<file path="src/rtl/alu_pkg.sv">
// Shared definitions for the add/subtract execute stage.
//   alu_op_e : two-bit opcode (ADD, ADDC, SUB, SUBB)
//   DATA_W   : default datapath width
package alu_pkg;

    typedef enum logic [1:0] {
        OP_ADD  = 2'b00,
        OP_ADDC = 2'b01,
        OP_SUB  = 2'b10,
        OP_SUBB = 2'b11
    } alu_op_e;

    localparam int unsigned DATA_W = 32;

endpackage

</file>
<file path="src/rtl/fa_nbit.sv">
// n-bit ripple-carry adder.
// Ports:
//   a, b  : WIDTH-bit addends, bit 0 is the MSB
//   cin   : carry into the LSB (bit WIDTH-1)
//   sum   : WIDTH-bit sum, bit 0 is the MSB
//   cout  : carry out of the MSB (bit 0)
module fa_nbit #(
    parameter int unsigned WIDTH = alu_pkg::DATA_W
) (
    input  logic [0:WIDTH-1] a,
    input  logic [0:WIDTH-1] b,
    input  logic             cin,
    output logic [0:WIDTH-1] sum,
    output logic             cout
);

    logic carry;

    // Carry ripples from the LSB (highest index) towards the MSB (index 0).
    // A single running variable keeps the chain free of combinational loops.
    always_comb begin
        sum   = '0;
        carry = cin;
        for (int unsigned k = 0; k < WIDTH; k++) begin
            sum[WIDTH-1-k] = a[WIDTH-1-k] ^ b[WIDTH-1-k] ^ carry;
            carry          = (a[WIDTH-1-k] & b[WIDTH-1-k]) |
                             (carry & (a[WIDTH-1-k] ^ b[WIDTH-1-k]));
        end
        cout = carry;
    end

endmodule

</file>
<file path="src/rtl/alu_addsub_stage.sv">
// Two-stage registered add/subtract execute stage.
//   S1 latches operand A, conditioned B and conditioned carry-in.
//   S2 latches the ripple-adder sum, raw carry-out, signed overflow and zero.
// Both sides use valid/ready; a transfer happens on an edge with valid && ready.
// Ports:
//   clk, rst          : clock, synchronous active-high reset
//   in_valid/in_ready : upstream handshake
//   in_op             : 00 ADD, 01 ADDC, 10 SUB, 11 SUBB
//   in_a, in_b        : operands, bit 0 is the MSB
//   in_cin            : carry-in (ADDC) or borrow-in (SUBB)
//   out_valid/ready   : downstream handshake
//   out_sum           : result modulo 2^WIDTH, bit 0 is the MSB
//   out_cout          : raw adder carry-out (for SUB, 1 means no borrow)
//   out_ovf           : two's-complement overflow
//   out_zero          : out_sum == 0
module alu_addsub_stage
    import alu_pkg::*;
#(
    parameter int unsigned WIDTH = DATA_W
) (
    input  logic             clk,
    input  logic             rst,
    input  logic             in_valid,
    output logic             in_ready,
    input  logic [1:0]       in_op,
    input  logic [0:WIDTH-1] in_a,
    input  logic [0:WIDTH-1] in_b,
    input  logic             in_cin,
    output logic             out_valid,
    input  logic             out_ready,
    output logic [0:WIDTH-1] out_sum,
    output logic             out_cout,
    output logic             out_ovf,
    output logic             out_zero
);

    // S1 state
    logic             s1_valid_q, s1_valid_d;
    logic [0:WIDTH-1] a_q, a_d;
    logic [0:WIDTH-1] bm_q, bm_d;
    logic             c_q, c_d;

    // S2 state
    logic             s2_valid_q, s2_valid_d;
    logic [0:WIDTH-1] sum_q, sum_d;
    logic             cout_q, cout_d;
    logic             ovf_q, ovf_d;
    logic             zero_q, zero_d;

    // Flow control
    logic             s2_free;
    logic             s1_adv;
    logic             s1_load;

    // Operand conditioning and adder results
    logic [0:WIDTH-1] bm_in;
    logic             c_in;
    logic [0:WIDTH-1] add_sum;
    logic             add_cout;

    assign s2_free  = !s2_valid_q || out_ready;
    assign in_ready = !s1_valid_q || s2_free;
    assign s1_adv   = s1_valid_q && s2_free;
    assign s1_load  = in_valid && in_ready;

    // Subtraction is A + ~B + 1; with borrow-in the +1 becomes ~borrow.
    always_comb begin
        bm_in = in_b;
        c_in  = 1'b0;
        unique case (alu_op_e'(in_op))
            OP_ADD: begin
                bm_in = in_b;
                c_in  = 1'b0;
            end
            OP_ADDC: begin
                bm_in = in_b;
                c_in  = in_cin;
            end
            OP_SUB: begin
                bm_in = ~in_b;
                c_in  = 1'b1;
            end
            OP_SUBB: begin
                bm_in = ~in_b;
                c_in  = ~in_cin;
            end
        endcase
    end

    fa_nbit #(
        .WIDTH(WIDTH)
    ) u_adder (
        .a    (a_q),
        .b    (bm_q),
        .cin  (c_q),
        .sum  (add_sum),
        .cout (add_cout)
    );

    always_comb begin
        s1_valid_d = s1_valid_q;
        a_d        = a_q;
        bm_d       = bm_q;
        c_d        = c_q;
        s2_valid_d = s2_valid_q;
        sum_d      = sum_q;
        cout_d     = cout_q;
        ovf_d      = ovf_q;
        zero_d     = zero_q;

        // A load in the same cycle as an advance refills S1 directly.
        if (s1_load) begin
            s1_valid_d = 1'b1;
            a_d        = in_a;
            bm_d       = bm_in;
            c_d        = c_in;
        end else if (s1_adv) begin
            s1_valid_d = 1'b0;
        end

        // S2 drains on out_ready and may refill from S1 in the same edge.
        if (s1_adv) begin
            s2_valid_d = 1'b1;
            sum_d      = add_sum;
            cout_d     = add_cout;
            // Overflow: addends share a sign bit but the sum's sign differs.
            ovf_d      = (a_q[0] == bm_q[0]) && (add_sum[0] != a_q[0]);
            zero_d     = (add_sum == '0);
        end else if (out_ready) begin
            s2_valid_d = 1'b0;
        end
    end

    always_ff @(posedge clk) begin
        if (rst) begin
            s1_valid_q <= 1'b0;
            a_q        <= '0;
            bm_q       <= '0;
            c_q        <= 1'b0;
            s2_valid_q <= 1'b0;
            sum_q      <= '0;
            cout_q     <= 1'b0;
            ovf_q      <= 1'b0;
            zero_q     <= 1'b0;
        end else begin
            s1_valid_q <= s1_valid_d;
            a_q        <= a_d;
            bm_q       <= bm_d;
            c_q        <= c_d;
            s2_valid_q <= s2_valid_d;
            sum_q      <= sum_d;
            cout_q     <= cout_d;
            ovf_q      <= ovf_d;
            zero_q     <= zero_d;
        end
    end

    assign out_valid = s2_valid_q;
    assign out_sum   = sum_q;
    assign out_cout  = cout_q;
    assign out_ovf   = ovf_q;
    assign out_zero  = zero_q;

endmodule

</file>
<file path="config.mk">
export PLATFORM = sky130hd
export DESIGN_NAME = alu_addsub_stage
export DESIGN_NICKNAME = d
export VERILOG_FILES = /design/src/rtl/alu_pkg.sv /design/src/rtl/fa_nbit.sv /design/src/rtl/alu_addsub_stage.sv
export SDC_FILE = /design/constraint.sdc
export NUM_CORES = 1
export LEC_CHECK = 0
export CAP_MARGIN = 20
export CORE_MARGIN = 5
export CORE_UTILIZATION = 54
export DETAILED_ROUTE_END_ITERATION = 8
export MAX_ROUTING_LAYER = met4
export PLACE_DENSITY = 0.95
export SYNTH_ARGS = -nofsm -noshare
export SYNTH_HDL_FRONTEND = slang
export SYNTH_SLANG_ARGS = --single-unit
</file>
<file path="constraint.sdc">
create_clock -name clk -period 36.4 [get_ports clk]
set_input_delay 7.28 -clock clk [delete_from_list [all_inputs] [get_ports clk]]
set_output_delay 7.28 -clock clk [all_outputs]
set_load 0.1 [all_outputs]
</file>
Placement by cell class:
Fill, decap, tap and diode cells in gray.
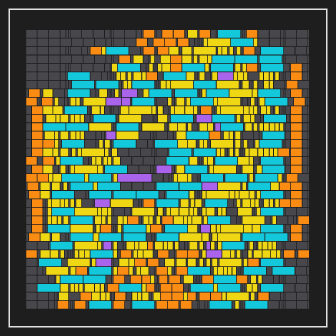
class	color	cells	share of their area
clock drivers and dummy loads	purple	16	3.5%
remaining buffers and delay cells	orange	110	19%
combinational and other logic	yellow	362	41%
sequential cells	cyan	102	36%

Placed standard cells:
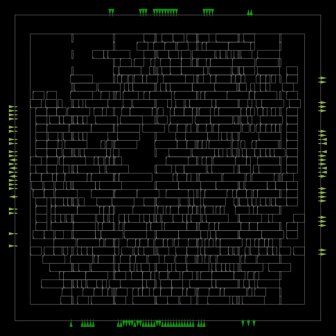
core area: 8175 um2
Seq/total area: 0.3529
# rows: 33
Final Core Density: 0.7078
Non-Filler Instances: 695

Metal layers overlaid:
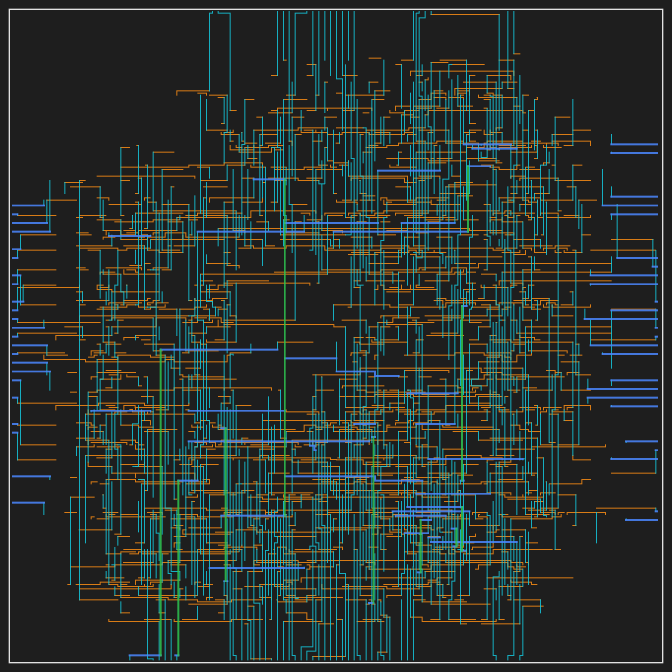
layer	color	wire length
metal 2	cyan	5720 um
metal 1	orange	4410 um
metal 4	green	232 um
metal 3	blue	555 um

Drive-strength map:
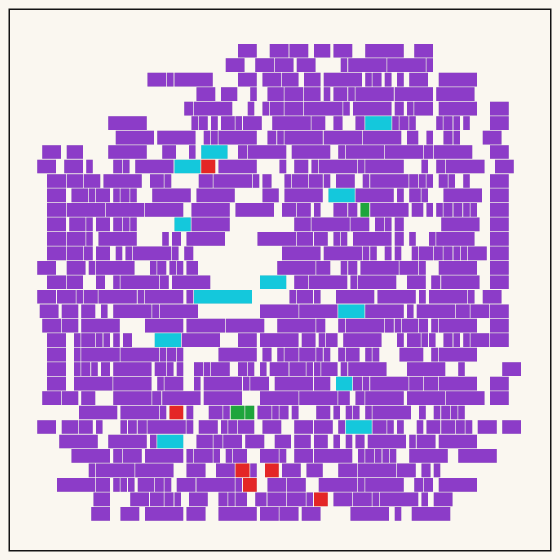
size	color	cells
_6 and larger	cyan	12
_2 cells	green	3
_3 and _4 cells	red	6
_0 and _1 cells	purple	569

Wires at chosen ports, followed through buffers:
The bar under the picture is 20 um long.
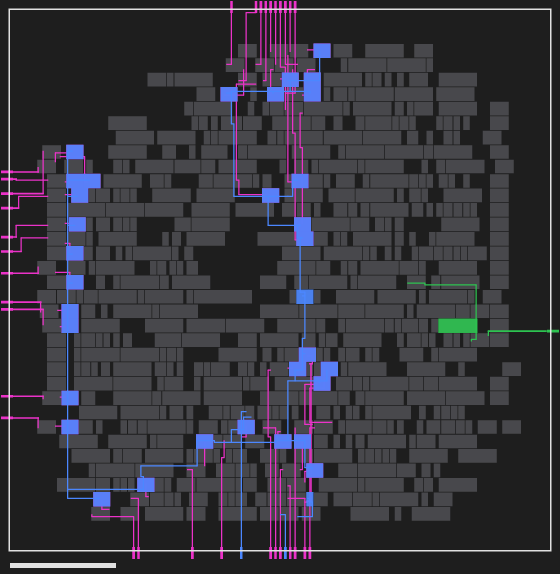
port	color	direction	edge	end cells	buffers	wire
in_op	blue	input	bottom	34	2	324 um
out_ovf	green	output	right	1	1	36.3 um
in_b	magenta	input	11 bottom, 11 left, 10 top	32	32	665 um
port buffer count: 107
IO Count: 108

==> out/metrics.cfg <==
[run_status]
outcome=finished, final reports clean

[min_path]
hp-class=reg2reg
hold_path_depth=2
hold_path_end=out_sum[10]
worstHoldStart=out_sum[10]

[run]
cap_violations=0
tool_warnings=29

[logic_synthesis]
synth_area_um2=4521
ys_cells=500
yosys_warnings=0
ys_seq_frac=0.4517
synthDistinctLibCells=22
avgSynthCellArea_um2=9.041
syn_inst=500
fp_nets=604
yosys_area_um2=4521
ys_ff=102

[pwr]
clkPwrFrac=0.278
pwr_density_cell_nw_per_um2=44.42
leakagePower_nw=2.184
cell_internal_pwr_mw=0.1742
pwr-share-comb=0.238
switching_share=0.3223
seqPwrFrac=0.485
vdd_ir_drop_max_uv=23.74
p_sw_mw=0.08286

[final_timing]
holdWs_ns=0.4585
finalSetupTns_ns=0
rsz0062_at_grt=no
worst_pin_slew_ns=1.050
slew_viol_final=0
fmax_mhz=60.92
slew_headroom=0.2980
clock_skew_ns=0.01912
period_used_share=0.4509
setup_viol_count_final=0
min_period_ns=16.41
hold_viol_final=0

[cts]
cts_tree=done
insertion_delay_ns=0.37
cts_buffers=9
cts_root_buffer=clkbuf_8
ctsHoldBuffers=0
cts_resized=0
postCtsSetupBuffers=0
clkTransAtPathRegs_ns=0.09
clock-sinks=102
ctsLongestPathBuffers=2
h-tree-depth=3

[worst_setup_path]
r2r_start=bm_q[31]
r2r_end=out_zero
reg2reg_depth=41
crit_type=in2out
critPathLaunchType=input pin
crit_fanout=4
crit_required_ns=29.12
worst_ep_arrival_time_ns=9.13
r2r_setup_slack_ns=22.62
end_kind=output port

[detailed_routing]
vias_per_cell=5.282
drtPass1Iterations=4
num_vias=3671
drt_iter0_markers=158
route.detailed.drc=0
wirelength_mm=10.91
ant_nets=0
wire_per_inst_um=15.70

[final_layout]
layout_top_cell=nand2_1
areaGrowthSynthToFinish_pct=28.01
fin_area_um2=5787
most-common-layout-cells=nand2_1, clkdlybuf4s50_1, dfxtp_1
nFillCells=601
drive_above_1_share=0.03559
nets=689
diodes=0

[die]
die_area_um2=10300
fp-utilization=0.5530
dieHeight_um=101.5
die-width_um=101.5

[global_route]
gr-total-overflow=0
grt_max_degree=104
grt_usage=0.2277
grt_pass1_vias=3795
grt_pass1_wl_mm=17.70
antenna_found_initial=0

[placement]
dpl.hpwl_mm=8.061
placed_cell_area_um2=5592
place_inst=679
gp_congestion=0.8296

-- sequential cells by signal (all words and copies together) (netlist names) --
register	count
out_sum	32
out_ovf	1
bm_q	32
out_valid	1
out_zero	1
s1_valid_q	1
c_q	1
out_cout	1
a_q	32
-- cell usage after synthesis, drive strengths merged --
cell type | number | share of area
a211oi | 37 | 0.061
buf | 10 | 0.011
or4 | 2 | 0.0033
a21oi | 63 | 0.070
inv | 13 | 0.011
xnor2 | 30 | 0.058
xor2 | 4 | 0.0077
nand2b | 1 | 0.0014
ha | 1 | 0.0028
nor3 | 1 | 0.0011
mux2i | 1 | 0.0022
nor2 | 39 | 0.032
clkbuf | 26 | 0.022
and4b | 1 | 0.0022
fa | 32 | 0.14
nand2 | 125 | 0.10
nand4 | 2 | 0.0028
o21ai | 1 | 0.0011
dfxtp | 102 | 0.45
nor4 | 5 | 0.0069
nand3b | 2 | 0.0033
and2 | 2 | 0.0028
-- power by group through the flow --
stage / sequential (mW) / clock [mW] / combinational (mW)
floorplan: 0.143 / 0 / 0.0245
global placement: 0.126 / 0 / 0.0589
detailed placement: 0.127 / 0 / 0.0609
CTS: 0.125 / 0.0720 / 0.0612
global route: 0.126 / 0.0765 / 0.0660
finish: 0.125 / 0.0714 / 0.0611
-- worst max-delay path by stage --
stage / start / endpoint / slack, ns
6_report: out_ready / in_ready / 19.99
5_1_grt: out_ready / in_ready / 19.98
3_3_place_gp: out_ready / in_ready / 20.08
4_1_cts: out_ready / in_ready / 20.02
2_1_floorplan: out_ready / in_ready / 21.00
3_5_place_dp: out_ready / in_ready / 20.03
-- per-stage QoR --
step           worst slack, ns  power (mW)
3_3_place_gp             20.08      0.1854
5_1_grt                  19.98      0.2681
4_1_cts                  20.02      0.2579
6_report                 19.99      0.2571
2_1_floorplan            21.00      0.1674
3_5_place_dp             20.03      0.1880
-- logic make-up (layout without fill, tap and decap cells) --
logic type / Yosys count / in the layout / synth area share
adder cells (fa/ha/maj): 33 / 33 / 0.1445
AND-OR/OR-AND: 101 / 101 / 0.1323
AND/OR/NAND/NOR: 180 / 180 / 0.1600
buffers and inverters: 49 / 139 / 0.04345
XOR/XNOR: 34 / 34 / 0.06587
multiplexers: 1 / 1 / 0.002214
flip-flops: 102 / 102 / 0.4517
-- critical path, stage by stage --
cell	delay (ns)
clkdlybuf4s50_1	0.48
nand3b_1	0.20
clkdlybuf4s50_1	1.17
-- area by class of cell --
cell class / count / area (um2) / share of cell area
Inverter: 13 / 48.80 / 0.008432
Clock buffer: 10 / 127.6 / 0.02205
Sequential cell: 102 / 2042 / 0.3529
Timing Repair Buffer: 110 / 1086 / 0.1877
Tap cell: 105 / 131.4 / 0.02270
Multi-Input combinational cell: 349 / 2283 / 0.3946
Clock inverter: 6 / 67.56 / 0.01168
-- layer usage --
layer  global-route usage  routed length (um)  up-vias  part of all wire
met1               0.2537                4411     1726              0.40
met5                    -                   0        -                 0
met3              0.05234                 555       24             0.051
met2               0.3994                5714      115              0.52
met4              0.07873                 231        0             0.021
li1                     -                   -     1806                 -
Power is estimated from default activity; no workload was simulated.
